`config.mk`:
```
export PLATFORM = sky130hd
export DESIGN_NAME = byte_queue_flat
export DESIGN_NICKNAME = d
export VERILOG_FILES = /design/src/rtl/byte_queue_if.sv /design/src/rtl/byte_queue.sv /design/src/flat_wrapper.sv
export SDC_FILE = /design/constraint.sdc
export NUM_CORES = 1
export LEC_CHECK = 0
export CORE_MARGIN = 4
export CORE_UTILIZATION = 50
export CTS_BUF_LIST = sky130_fd_sc_hd__clkbuf_16
export DETAILED_ROUTE_END_ITERATION = 12
export PLACE_DENSITY = 0.79
export SLEW_MARGIN = 25
export SYNTH_ARGS = -nofsm -noshare
export SYNTH_HDL_FRONTEND = slang
export SYNTH_SLANG_ARGS = --single-unit
```
`constraint.sdc`:
```
create_clock -name clk_100KHz -period 4.6 [get_ports clk_100KHz]
set_input_delay 0.92 -clock clk_100KHz [delete_from_list [all_inputs] [get_ports clk_100KHz]]
set_output_delay 0.92 -clock clk_100KHz [all_outputs]
set_load 0.01 [all_outputs]
```
`src/rtl/byte_queue_if.sv`:
```
// Purpose: handshake bundle between the deserializer, the byte queue and its consumer.
// Signals:
//   data_in/data_ready/ack_out : enqueue handshake with the deserializer
//   dequeue_in                 : consumer pop request
//   data_out/valid_out         : popped byte and its one-cycle strobe
//   len_out/full_out/empty_out : occupancy status
// Modports: master = producer/consumer side, slave = queue side.
interface byte_queue_if #(
    parameter int unsigned DATA_W = 8,
    parameter int unsigned DEPTH  = 8
);
    localparam int unsigned LEN_W = $clog2(DEPTH + 1);

    logic [DATA_W-1:0] data_in;
    logic              data_ready;
    logic              ack_out;
    logic              dequeue_in;
    logic [DATA_W-1:0] data_out;
    logic              valid_out;
    logic [LEN_W-1:0]  len_out;
    logic              full_out;
    logic              empty_out;

    modport master (
        output data_in, data_ready, dequeue_in,
        input  ack_out, data_out, valid_out, len_out, full_out, empty_out
    );

    modport slave (
        input  data_in, data_ready, dequeue_in,
        output ack_out, data_out, valid_out, len_out, full_out, empty_out
    );
endinterface

```
`src/rtl/byte_queue.sv`:
```
// Purpose: byte FIFO behind the deserializer. Captures each byte offered on
// data_ready, acknowledges it with a one-cycle ack_out pulse, withholds the
// ack while full, and pops one byte per dequeue_in request.
// Ports:
//   clk_100KHz : system clock, rising edge
//   reset      : asynchronous, active-low
//   bus        : byte_queue_if slave (handshake, output byte, occupancy)
module byte_queue #(
    parameter int unsigned DATA_W = 8,
    parameter int unsigned DEPTH  = 8
) (
    input  logic         clk_100KHz,
    input  logic         reset,
    byte_queue_if.slave  bus
);
    localparam int unsigned PTR_W = $clog2(DEPTH);
    localparam int unsigned LEN_W = $clog2(DEPTH + 1);

    typedef enum logic [1:0] {
        S_IDLE = 2'd0,
        S_ACK  = 2'd1,
        S_WAIT = 2'd2
    } state_t;

    state_t            state;
    logic [PTR_W-1:0]  head;
    logic [PTR_W-1:0]  tail;
    logic [LEN_W-1:0]  len_q;
    logic              ack_q;
    logic              valid_q;
    logic [DATA_W-1:0] data_q;
    logic              full_q;
    logic              empty_q;
    logic [DATA_W-1:0] mem [DEPTH];

    logic              wr_en;
    logic              rd_en;
    logic [LEN_W-1:0]  len_nxt;

    // Write/read qualification on pre-edge status; occupancy update.
    always_comb begin
        wr_en   = (state == S_IDLE) && bus.data_ready && !full_q;
        rd_en   = bus.dequeue_in && !empty_q;
        len_nxt = len_q;
        if (wr_en && !rd_en) begin
            len_nxt = len_q + LEN_W'(1);
        end else if (rd_en && !wr_en) begin
            len_nxt = len_q - LEN_W'(1);
        end
    end

    // Storage has no reset; contents are meaningless until written.
    always_ff @(posedge clk_100KHz) begin
        if (wr_en) begin
            mem[tail] <= bus.data_in;
        end
    end

    // Enqueue FSM, read port and status registers.
    always_ff @(posedge clk_100KHz or negedge reset) begin
        if (!reset) begin
            state   <= S_IDLE;
            head    <= '0;
            tail    <= '0;
            len_q   <= '0;
            ack_q   <= 1'b0;
            valid_q <= 1'b0;
            data_q  <= '0;
            full_q  <= 1'b0;
            empty_q <= 1'b1;
        end else begin
            ack_q <= 1'b0;
            case (state)
                S_IDLE: begin
                    if (wr_en) begin
                        tail  <= tail + PTR_W'(1);
                        ack_q <= 1'b1;
                        state <= S_ACK;
                    end
                end
                S_ACK: begin
                    state <= S_WAIT;
                end
                S_WAIT: begin
                    // A byte left on data_ready after its ack is never taken twice.
                    if (!bus.data_ready) begin
                        state <= S_IDLE;
                    end
                end
                default: begin
                    state <= S_IDLE;
                end
            endcase

            valid_q <= rd_en;
            if (rd_en) begin
                data_q <= mem[head];
                head   <= head + PTR_W'(1);
            end

            len_q   <= len_nxt;
            full_q  <= (len_nxt == LEN_W'(DEPTH));
            empty_q <= (len_nxt == '0);
        end
    end

    assign bus.ack_out   = ack_q;
    assign bus.valid_out = valid_q;
    assign bus.data_out  = data_q;
    assign bus.len_out   = len_q;
    assign bus.full_out  = full_q;
    assign bus.empty_out = empty_q;
endmodule

```
`src/flat_wrapper.sv`:
```
// flat-port wrapper written by rule: the top's interface ports become plain ports
module byte_queue_flat 
#(
    parameter int unsigned DATA_W = 8,
    parameter int unsigned DEPTH  = 8
)
  (clk_100KHz, reset, bus_data_in, bus_data_ready, bus_dequeue_in, bus_ack_out, bus_data_out, bus_valid_out, bus_len_out, bus_full_out, bus_empty_out);
  byte_queue_if #(.DATA_W(DATA_W), .DEPTH(DEPTH)) bus_i ();
  input  logic clk_100KHz;
  input  logic reset;
  input wire logic [$bits(bus_i.data_in)-1:0] bus_data_in;
  input wire logic [$bits(bus_i.data_ready)-1:0] bus_data_ready;
  input wire logic [$bits(bus_i.dequeue_in)-1:0] bus_dequeue_in;
  output wire logic [$bits(bus_i.ack_out)-1:0] bus_ack_out;
  output wire logic [$bits(bus_i.data_out)-1:0] bus_data_out;
  output wire logic [$bits(bus_i.valid_out)-1:0] bus_valid_out;
  output wire logic [$bits(bus_i.len_out)-1:0] bus_len_out;
  output wire logic [$bits(bus_i.full_out)-1:0] bus_full_out;
  output wire logic [$bits(bus_i.empty_out)-1:0] bus_empty_out;
  assign bus_i.data_in = bus_data_in;
  assign bus_i.data_ready = bus_data_ready;
  assign bus_i.dequeue_in = bus_dequeue_in;
  assign bus_ack_out = bus_i.ack_out;
  assign bus_data_out = bus_i.data_out;
  assign bus_valid_out = bus_i.valid_out;
  assign bus_len_out = bus_i.len_out;
  assign bus_full_out = bus_i.full_out;
  assign bus_empty_out = bus_i.empty_out;
  byte_queue #(.DATA_W(DATA_W), .DEPTH(DEPTH)) u_core (.clk_100KHz(clk_100KHz), .reset(reset), .bus(bus_i));
endmodule
```
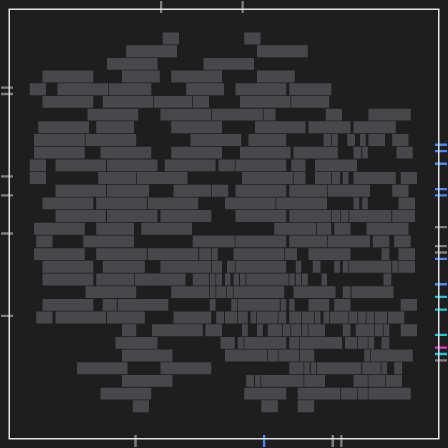
(images/io_placement.png)
Pins as bars across the die edge, other pins in grey.
- cyan: bus_len_out (pins 4; direction output; edge right)
- magenta: bus_empty_out (pins 1; direction output; edge right)
- blue: bus_data_out (pins 8; direction output; edge 7 right, 1 bottom)
- all pins by edge: 16 right, 6 left, 4 bottom, 2 top
height of the chip: 91.80 um
Die Span X: 91.80 um
number of I/O port buffers: 27

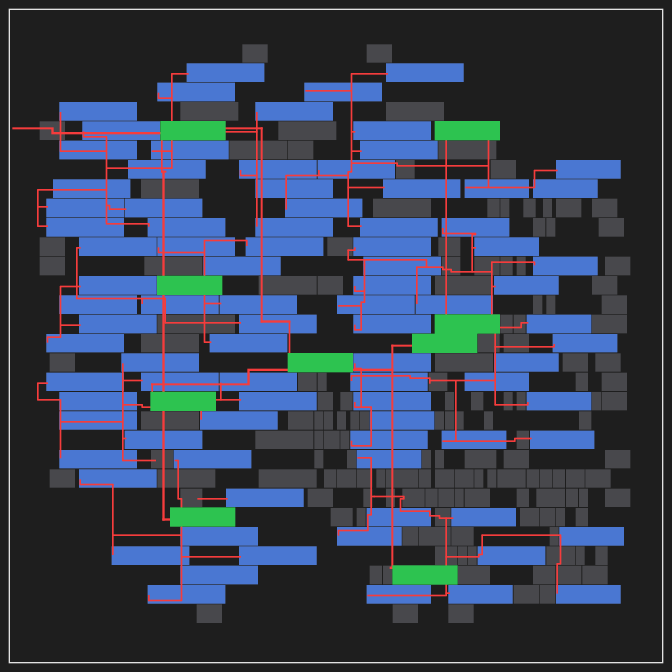
(images/clk_routes.png)
- blue: flip-flops (count 88)
- green: clock drivers (count 9)
- red: clock wires (length 923 um)
- routed clock nets: 10
Skew-Pair Late Insertion Delay: 330 ps
clock distribution power: 0.000725 W

==> design notes <==
The flow ran to the end, and the final reports show no timing, DRC or antenna violations. After legalization and detailed placement, the total HPWL measured 4160 um. The number of cells on the worst reg-to-reg path is 5, and the floorplan core area is 6794 um2. Number of flip-flops and latches in the synthesized netlist: 88.

The logs give 27.8% for the combinational fraction of design power and 9 for the CTS buffer count. The netlist area before placement is 3511 um2, and the share of flip-flops with an asynchronous set or reset is 27.27%. Dividing the final minimum period by the clock period gives 64.46%. Setup slack closes at 1635 ps. The transition time recorded at the tightest slew-check pin is 841.5 ps. For this run, the post-layout net count is 257. The leakage component of the power was reported as 1.493 nW. Kind of cell adding the most delay to the critical path: simple AND/OR/NAND/NOR gates. The run gives 4 for the detailed-router iteration count before antenna repair. Summed over all layers, the routed wires come to 6189 um. STA classifies the critical path endpoint as a flop. Per the breakdown, switching nets consume 30.44% of all power.

The worst reg2reg path startpoint was u_core.bus.empty_out. Pins over their slew limit in the final report were tallied at 0. The tools report the placer's final routability congestion estimate as 0.8559.

For the power after layout, the log shows 0.002691 W. The minimum setup slack among reg-to-reg paths came out at 2140 ps. The most common cell in the synthesized netlist was edfxtp_1. The number of gates resized after CTS was 0.

The tools report the critical path capture point as u_core.mem[4][0]. The cell total after placement came out at 326. The number of global-route vias before repair is 1879. After Yosys synthesis, and, or, nand and nor cells account for 7.662% of the synthesized area. The row count was 30. The largest area contributor in the netlist is edfxtp_1. The run gives 644.5 nW/um2 for the power per standard cell area. The combined global-route utilization of all metal layers is 16.00%, and the worst endpoint required time is 4560 ps. The maximum net fanout on the critical path works out to 11.
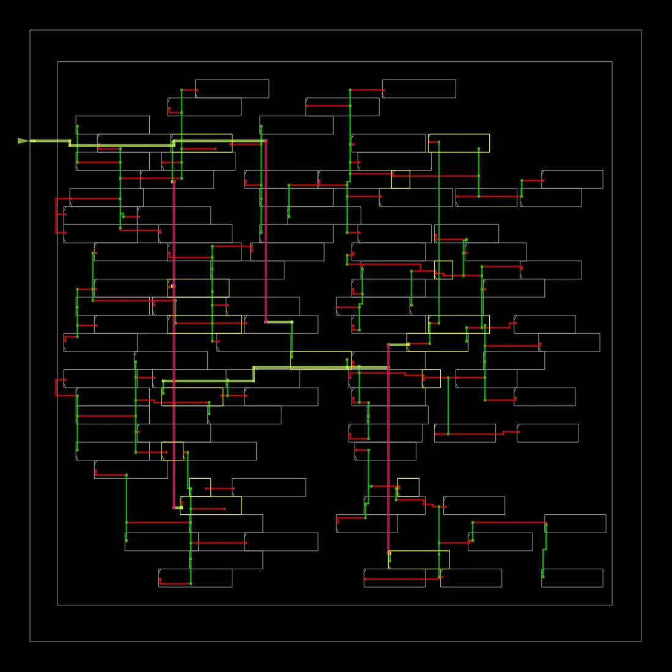
(images/clocks.png)
number of clock sinks: 88
Flop Count: 88
final-layout clock buffer total: 9
final setup skew: 5.187 ps

## layout make-up
class / instances / share of cell area, %
clock inverters: 7 / 1.888
clock buffers: 9 / 5.394
flip-flops and latches: 88 / 60.47
repair buffers: 29 / 6.713
multi-input cells: 106 / 22.00
well taps: 96 / 2.877
inverters: 7 / 0.6593
## state kept, by name, indices dropped and copies added (netlist names)
register	count
u_core.bus.data_out	8
u_core.state	2
u_core.tail	3
u_core.bus.full_out	1
u_core.bus.empty_out	1
u_core.head	3
u_core.bus.valid_out	1
u_core.bus.len_out	4
u_core.bus.ack_out	1
u_core.mem	64
## per-layer routing
metal / up-vias / global-route usage [%] / share of wire [%]
li1: 853 / - / -
met1: 930 / 21.08 / 44
met2: 48 / 25.56 / 49
met3: 9 / 3.199 / 4.8
met4: 0 / 7.797 / 1.7
met5: - / 0 / 0
Power is estimated from default activity; no workload was simulated.
